===== src/rtl/sw_arb_if.sv =====
// Bundle of the signals between the carb source, the engine return channels,
// the clause-queue write port and the switch that merges them.
interface sw_arb_if #(
    parameter int CLA_W   = 64,
    parameter int NUM_ENG = 4,
    parameter int SRC_W   = $clog2(NUM_ENG + 1)
);
    logic [CLA_W-1:0]         carb2sw;
    logic                     carb2sw_valid;
    logic                     sw2carb_stall;
    logic [NUM_ENG*CLA_W-1:0] eng2sw;
    logic [NUM_ENG-1:0]       eng2sw_valid;
    logic [NUM_ENG-1:0]       sw2eng_stall;
    logic [CLA_W-1:0]         sw2clq;
    logic                     sw2clq_valid;
    logic [SRC_W-1:0]         sw2clq_src;
    logic                     clq2sw_ready;

    // Environment side: drives the sources and the queue-ready, observes the switch.
    modport master (
        output carb2sw, carb2sw_valid, eng2sw, eng2sw_valid, clq2sw_ready,
        input  sw2carb_stall, sw2eng_stall, sw2clq, sw2clq_valid, sw2clq_src
    );

    // Switch side.
    modport slave (
        input  carb2sw, carb2sw_valid, eng2sw, eng2sw_valid, clq2sw_ready,
        output sw2carb_stall, sw2eng_stall, sw2clq, sw2clq_valid, sw2clq_src
    );
endinterface


===== src/rtl/sw_arb.sv =====
// Clause switch: merges the carb stream and NUM_ENG engine return streams into
// the single clause-queue write port. Carb has priority, bounded by a streak
// limit so waiting engines always progress; engines share round-robin.
// The output is one registered stage that honours clause-queue backpressure.
module sw_arb #(
    parameter int CLA_W      = 64,
    parameter int NUM_ENG    = 4,
    parameter int STREAK_MAX = 8,
    parameter int SRC_W      = $clog2(NUM_ENG + 1)
) (
    input  logic    clk,
    input  logic    rst_n,
    sw_arb_if.slave bus
);
    localparam int PTR_W    = (NUM_ENG > 1) ? $clog2(NUM_ENG) : 1;
    localparam int STREAK_W = $clog2(STREAK_MAX + 1);

    localparam logic [STREAK_W-1:0] STREAK_LIMIT = STREAK_W'(STREAK_MAX);
    localparam logic [PTR_W-1:0]    PTR_LAST     = PTR_W'(NUM_ENG - 1);
    localparam logic [PTR_W:0]      ENG_COUNT    = (PTR_W + 1)'(NUM_ENG);

    // Per-channel view of the packed engine data bus.
    logic [CLA_W-1:0] eng_data [NUM_ENG];

    for (genvar gi = 0; gi < NUM_ENG; gi++) begin : g_eng_unpack
        assign eng_data[gi] = bus.eng2sw[gi*CLA_W +: CLA_W];
    end

    logic [STREAK_W-1:0] streak_reg, streak_next;
    logic [PTR_W-1:0]    rr_ptr_reg, rr_ptr_next;
    logic [CLA_W-1:0]    out_data_reg, out_data_next;
    logic                out_valid_reg, out_valid_next;
    logic [SRC_W-1:0]    out_src_reg, out_src_next;

    logic               can_load;
    logic               eng_req;
    logic               eng_found;
    logic [PTR_W-1:0]   eng_sel;
    logic [PTR_W:0]     scan_sum;
    logic [PTR_W-1:0]   scan_idx;
    logic               carb_grant;
    logic [NUM_ENG-1:0] eng_grant;
    logic               any_grant;

    // Grant decision: carb first unless its streak has run out while an engine waits;
    // otherwise the first valid engine at or after the round-robin pointer.
    always_comb begin
        can_load   = !out_valid_reg || bus.clq2sw_ready;
        eng_req    = |bus.eng2sw_valid;
        eng_found  = 1'b0;
        eng_sel    = '0;
        scan_sum   = '0;
        scan_idx   = '0;
        carb_grant = 1'b0;
        eng_grant  = '0;

        for (int j = 0; j < NUM_ENG; j++) begin
            scan_sum = {1'b0, rr_ptr_reg} + (PTR_W + 1)'(j);
            if (scan_sum >= ENG_COUNT) begin
                scan_sum = scan_sum - ENG_COUNT;
            end
            scan_idx = scan_sum[PTR_W-1:0];
            if (!eng_found && bus.eng2sw_valid[scan_idx]) begin
                eng_found = 1'b1;
                eng_sel   = scan_idx;
            end
        end

        // Nothing is granted while in reset, so no source believes it transferred.
        if (rst_n && can_load) begin
            if (bus.carb2sw_valid && (!eng_req || streak_reg < STREAK_LIMIT)) begin
                carb_grant = 1'b1;
            end else if (eng_found) begin
                eng_grant[eng_sel] = 1'b1;
            end
        end
    end

    assign any_grant = carb_grant || (|eng_grant);

    // Stalls depend only on valids and arbitration state, never on clause data.
    assign bus.sw2carb_stall = rst_n & bus.carb2sw_valid & ~carb_grant;
    assign bus.sw2eng_stall  = {NUM_ENG{rst_n}} & bus.eng2sw_valid & ~eng_grant;

    // Next streak, round-robin pointer and output stage.
    always_comb begin
        streak_next    = streak_reg;
        rr_ptr_next    = rr_ptr_reg;
        out_data_next  = out_data_reg;
        out_valid_next = out_valid_reg;
        out_src_next   = out_src_reg;

        // The streak only counts carb wins that actually kept an engine waiting.
        if (!eng_req || (|eng_grant)) begin
            streak_next = '0;
        end else if (carb_grant && streak_reg != STREAK_LIMIT) begin
            streak_next = streak_reg + 1'b1;
        end

        if (|eng_grant) begin
            rr_ptr_next = (eng_sel == PTR_LAST) ? '0 : eng_sel + 1'b1;
        end

        if (carb_grant) begin
            out_data_next  = bus.carb2sw;
            out_src_next   = '0;
            out_valid_next = 1'b1;
        end else if (any_grant) begin
            out_data_next  = eng_data[eng_sel];
            out_src_next   = SRC_W'(eng_sel) + 1'b1;
            out_valid_next = 1'b1;
        end else if (bus.clq2sw_ready) begin
            out_valid_next = 1'b0;
        end
    end

    // State registers; reset drops any clause held in the output stage.
    always_ff @(posedge clk) begin
        if (!rst_n) begin
            streak_reg    <= '0;
            rr_ptr_reg    <= '0;
            out_data_reg  <= '0;
            out_valid_reg <= 1'b0;
            out_src_reg   <= '0;
        end else begin
            streak_reg    <= streak_next;
            rr_ptr_reg    <= rr_ptr_next;
            out_data_reg  <= out_data_next;
            out_valid_reg <= out_valid_next;
            out_src_reg   <= out_src_next;
        end
    end

    assign bus.sw2clq       = out_data_reg;
    assign bus.sw2clq_valid = out_valid_reg;
    assign bus.sw2clq_src   = out_src_reg;
endmodule


===== src/flat_wrapper.sv =====
// flat-port wrapper written by rule: the top's interface ports become plain ports
module sw_arb_flat 
#(
    parameter int CLA_W      = 64,
    parameter int NUM_ENG    = 4,
    parameter int STREAK_MAX = 8,
    parameter int SRC_W      = $clog2(NUM_ENG + 1)
)
  (clk, rst_n, bus_carb2sw, bus_carb2sw_valid, bus_eng2sw, bus_eng2sw_valid, bus_clq2sw_ready, bus_sw2carb_stall, bus_sw2eng_stall, bus_sw2clq, bus_sw2clq_valid, bus_sw2clq_src);
  sw_arb_if #(.CLA_W(CLA_W), .NUM_ENG(NUM_ENG), .SRC_W(SRC_W)) bus_i ();
  input  logic clk;
  input  logic rst_n;
  input wire logic [$bits(bus_i.carb2sw)-1:0] bus_carb2sw;
  input wire logic [$bits(bus_i.carb2sw_valid)-1:0] bus_carb2sw_valid;
  input wire logic [$bits(bus_i.eng2sw)-1:0] bus_eng2sw;
  input wire logic [$bits(bus_i.eng2sw_valid)-1:0] bus_eng2sw_valid;
  input wire logic [$bits(bus_i.clq2sw_ready)-1:0] bus_clq2sw_ready;
  output wire logic [$bits(bus_i.sw2carb_stall)-1:0] bus_sw2carb_stall;
  output wire logic [$bits(bus_i.sw2eng_stall)-1:0] bus_sw2eng_stall;
  output wire logic [$bits(bus_i.sw2clq)-1:0] bus_sw2clq;
  output wire logic [$bits(bus_i.sw2clq_valid)-1:0] bus_sw2clq_valid;
  output wire logic [$bits(bus_i.sw2clq_src)-1:0] bus_sw2clq_src;
  assign bus_i.carb2sw = bus_carb2sw;
  assign bus_i.carb2sw_valid = bus_carb2sw_valid;
  assign bus_i.eng2sw = bus_eng2sw;
  assign bus_i.eng2sw_valid = bus_eng2sw_valid;
  assign bus_i.clq2sw_ready = bus_clq2sw_ready;
  assign bus_sw2carb_stall = bus_i.sw2carb_stall;
  assign bus_sw2eng_stall = bus_i.sw2eng_stall;
  assign bus_sw2clq = bus_i.sw2clq;
  assign bus_sw2clq_valid = bus_i.sw2clq_valid;
  assign bus_sw2clq_src = bus_i.sw2clq_src;
  sw_arb #(.CLA_W(CLA_W), .NUM_ENG(NUM_ENG), .STREAK_MAX(STREAK_MAX), .SRC_W(SRC_W)) u_core (.clk(clk), .rst_n(rst_n), .bus(bus_i));
endmodule

===== config.mk =====
export PLATFORM = sky130hd
export DESIGN_NAME = sw_arb_flat
export DESIGN_NICKNAME = d
export VERILOG_FILES = /design/src/rtl/sw_arb_if.sv /design/src/rtl/sw_arb.sv /design/src/flat_wrapper.sv
export SDC_FILE = /design/constraint.sdc
export NUM_CORES = 1
export LEC_CHECK = 0
export CORE_AREA = 4 4 154 156
export DETAILED_ROUTE_END_ITERATION = 10
export DIE_AREA = 0 0 158 160
export PLACE_DENSITY_LB_ADDON = 0.05
export RECOVER_POWER = 25
export SYNTH_ARGS = -nofsm -noshare
export SYNTH_HDL_FRONTEND = slang
export SYNTH_SLANG_ARGS = --single-unit
export TNS_END_PERCENT = 30

===== constraint.sdc =====
create_clock -name clk -period 2.43 [get_ports clk]
set_clock_uncertainty 0.2 [all_clocks]
set_input_delay 0.243 -clock clk [delete_from_list [all_inputs] [get_ports clk]]
set_output_delay 0.243 -clock clk [all_outputs]
set_load 0.005 [all_outputs]

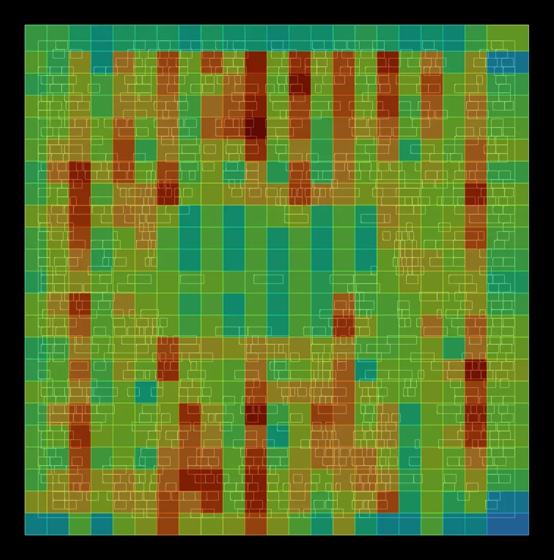
(images/final_congestion.png)
Layout Utilization: 0.439
grt met3 use: 0.0648
met2 Use GR: 0.385

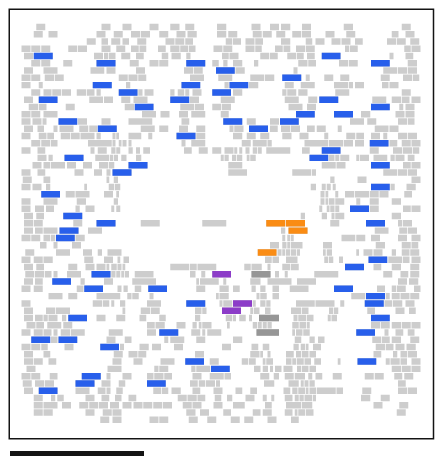
(images/registers.png)
Scale bar: 50 um.
legend:
  u_core.bus.sw2clq_src:
    color: purple
    sequential_cells: 3
  u_core.bus.sw2clq:
    color: blue
    sequential_cells: 64
    where: all over the die
  u_core.streak_reg:
    color: orange
    sequential_cells: 4
not colored: 3

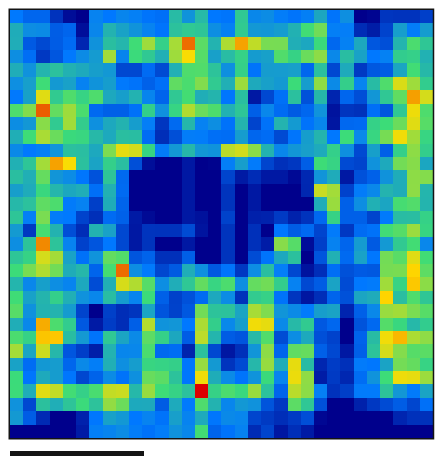
(images/wire_density.png)
Scale bar: 50 um. The die is cut into 32 by 32 equal tiles; dark blue is low, red is high, scaled to the fullest tile. Values are wire area over tile area, all layers added.
tiles over half the peak: 19%
fullest tile: 0.57
nearly empty tiles: 7.7%
mean over tiles: 0.18
final WL: 28.0 mm
gr usage total: 0.210
routed len/inst: 22.5 um
number of vias in the routed layout: 6,550

==> deck_impl_summary.md <==
Synthesis and Place & Route Summary

Timing
  – FMAX: between 400 and 500 MHz
  – Final period utilization: 0.961
  – Final max-slew violation count: 0
  – Fin Hold WS: 0.0360 ns

Floorplan
  – Core outline area: roughly 22,000 um^2
  – # rows: about 55
  – Number of top-level pins: 401
  – Core Util at FP: 0.221

Setup path
  – Max stage delay on crit path: 0.55 ns
  – R2R depth: 6
  – Largest delay contributor family on the critical path: simple AND/OR/NAND/NOR gates
  – CP endpoint: bus_sw2carb_stall
  – R2r endpoint: u_core.bus.sw2clq_src[0]
  – CP max stage cell: or4_4
  – CP startpoint kind: primary input

Yosys
  – Post-Syn Area: a little under 5000 um^2
  – Logic family by area: AND-OR/OR-AND gates
  – Commonest flop: dfxtp_1
  – Synthesized area per cell: between 8 and 9 um^2
  – Ys flops: 74
  – Synth unique cells: 38
  – Syn Inst Count: about 560
  – Yosys warns: 0
  – Syn_nets: between 800 and 900

Cells and area
  – Fill cells: 2,168
  – Layout cells sized above 1: 0.149
  – Comb. cell area: between 3000 and 4000 um^2
  – Area grow syn2layout: 98.1%
  – Register area: approximately 1500 um^2

Routing
  – DRT Pass-1 Iters: 5
  – Final ANT Viol Nets: 0

Global routing
  – Vias in the first global route: approximately 7,000

Clocking
  – Late-Pin Clk Latency: ~0.34 ns
  – Post-CTS Setup Bufs: 0

Power and ir drop
  – Clock power frac: 0.292

Run status
  – Status: finished clean

Placed design
  – Port Buf Inserts: 400
[how the worst min path moves through the flow]
stage	end	slack, ns	cells after the start
2_1_floorplan	u_core.bus.sw2clq_valid	0.21	2
3_3_place_gp	u_core.streak_reg[1]	0.27	2
3_5_place_dp	u_core.bus.sw2clq_src[1]	0.30	2
4_1_cts	u_core.rr_ptr_reg[0]	0.01	3
5_1_grt	u_core.bus.sw2clq[11]	0.06	3
6_report	u_core.bus.sw2clq[11]	0.04	3
[power groups by stage]
stage,combinational [mW],clock (mW),sequential (mW)
4_1_cts,1.64,1.29,1.39
2_1_floorplan,0.576,0,1.42
3_5_place_dp,1.63,0,1.42
6_report,1.60,1.24,1.39
3_3_place_gp,1.63,0,1.41
5_1_grt,1.72,1.35,1.41
[cell usage after synthesis, types with 7 or more instances]
cell / instances / area (um^2)
o21ai_0: 20 / 100
a21oi_1: 76 / 380
a22oi_1: 46 / 345
nor3_1: 18 / 90.1
nand2_1: 28 / 105
inv_1: 24 / 90.1
a31oi_1: 19 / 119
dfxtp_1: 74 / 1480
clkbuf_1: 41 / 154
nor2_1: 15 / 56.3
buf_6: 13 / 146
a221oi_1: 64 / 561
nand3_1: 7 / 35.0
buf_2: 14 / 70.1
o221ai_2: 59 / 886
[worst min-delay path, delay by kind of cell]
kind,cells,cell delay (ns)
compound gates,2,0.11
buf+inv,1,0.17
[routing by layer]
metal | global-route usage | share of wire | vias up | wire (um)
met5 | 0 | 0 | - | 0
met3 | 0.0648 | 0.083 | 45 | 2320
met4 | 0.0710 | 0.028 | 0 | 794
li1 | - | - | 3071 | -
met2 | 0.385 | 0.51 | 320 | 14300
met1 | 0.227 | 0.38 | 3114 | 10600
[final cells by class]
class | count | area share
multi-input cells | 393 | 0.313
diodes | 3 | 0.000765
repair buffers | 453 | 0.463
well taps | 285 | 0.0364
flip-flops and latches | 74 | 0.152
clock inverters | 3 | 0.00179
clock buffers | 11 | 0.0247
inverters | 24 | 0.00918
[logic make-up (layout without fill, tap and decap cells)]
family	after synthesis	count (layout)
AND/OR/NAND/NOR	85	85
buffers and inverters	93	491
adder cells (fa/ha/maj)	2	2
other	0	3
flip-flops	74	74
XOR/XNOR	2	2
multiplexers	1	1
AND-OR/OR-AND	303	303
[layout by cell type, fill, tap and decap left out, types with 3 or more instances in the layout]
cell             instances
a21oi_1                 73
a211oi_1                 3
clkdlybuf4s50_1        358
nand2_1                 26
diode_2                  3
o221ai_2                59
nor2_4                   3
nor2_1                  12
nand2b_1                 5
dlygate4sd2_1            6
nor3_1                  18
clkbuf_16                9
o21bai_1                 3
inv_1                   24
dlygate4sd3_1           34
dfxtp_1                 72
buf_12                  12
buf_4                   41
a21oi_2                  3
a221oi_1                64
a31oi_1                 19
a22oi_1                 46
o21ai_0                 19
nand3_1                  6
and3_1                   3
o221ai_1                 5
[through the flow]
| stage | std cells | TNS (ns) | area, um^2 |
|---|---|---|---|
| after floorplan | 560 | 0 | 4950 |
| after global placement | 1229 | -4.32 | 9530 |
| after detailed placement | 1229 | -6.47 | 9530 |
| after CTS | 1243 | -0.0270 | 9790 |
| after global routing | 1246 | -0.00243 | 9810 |
| final | 1246 | 0 | 9810 |
Power figures rest on the tool's default switching activity, not on a simulated workload.
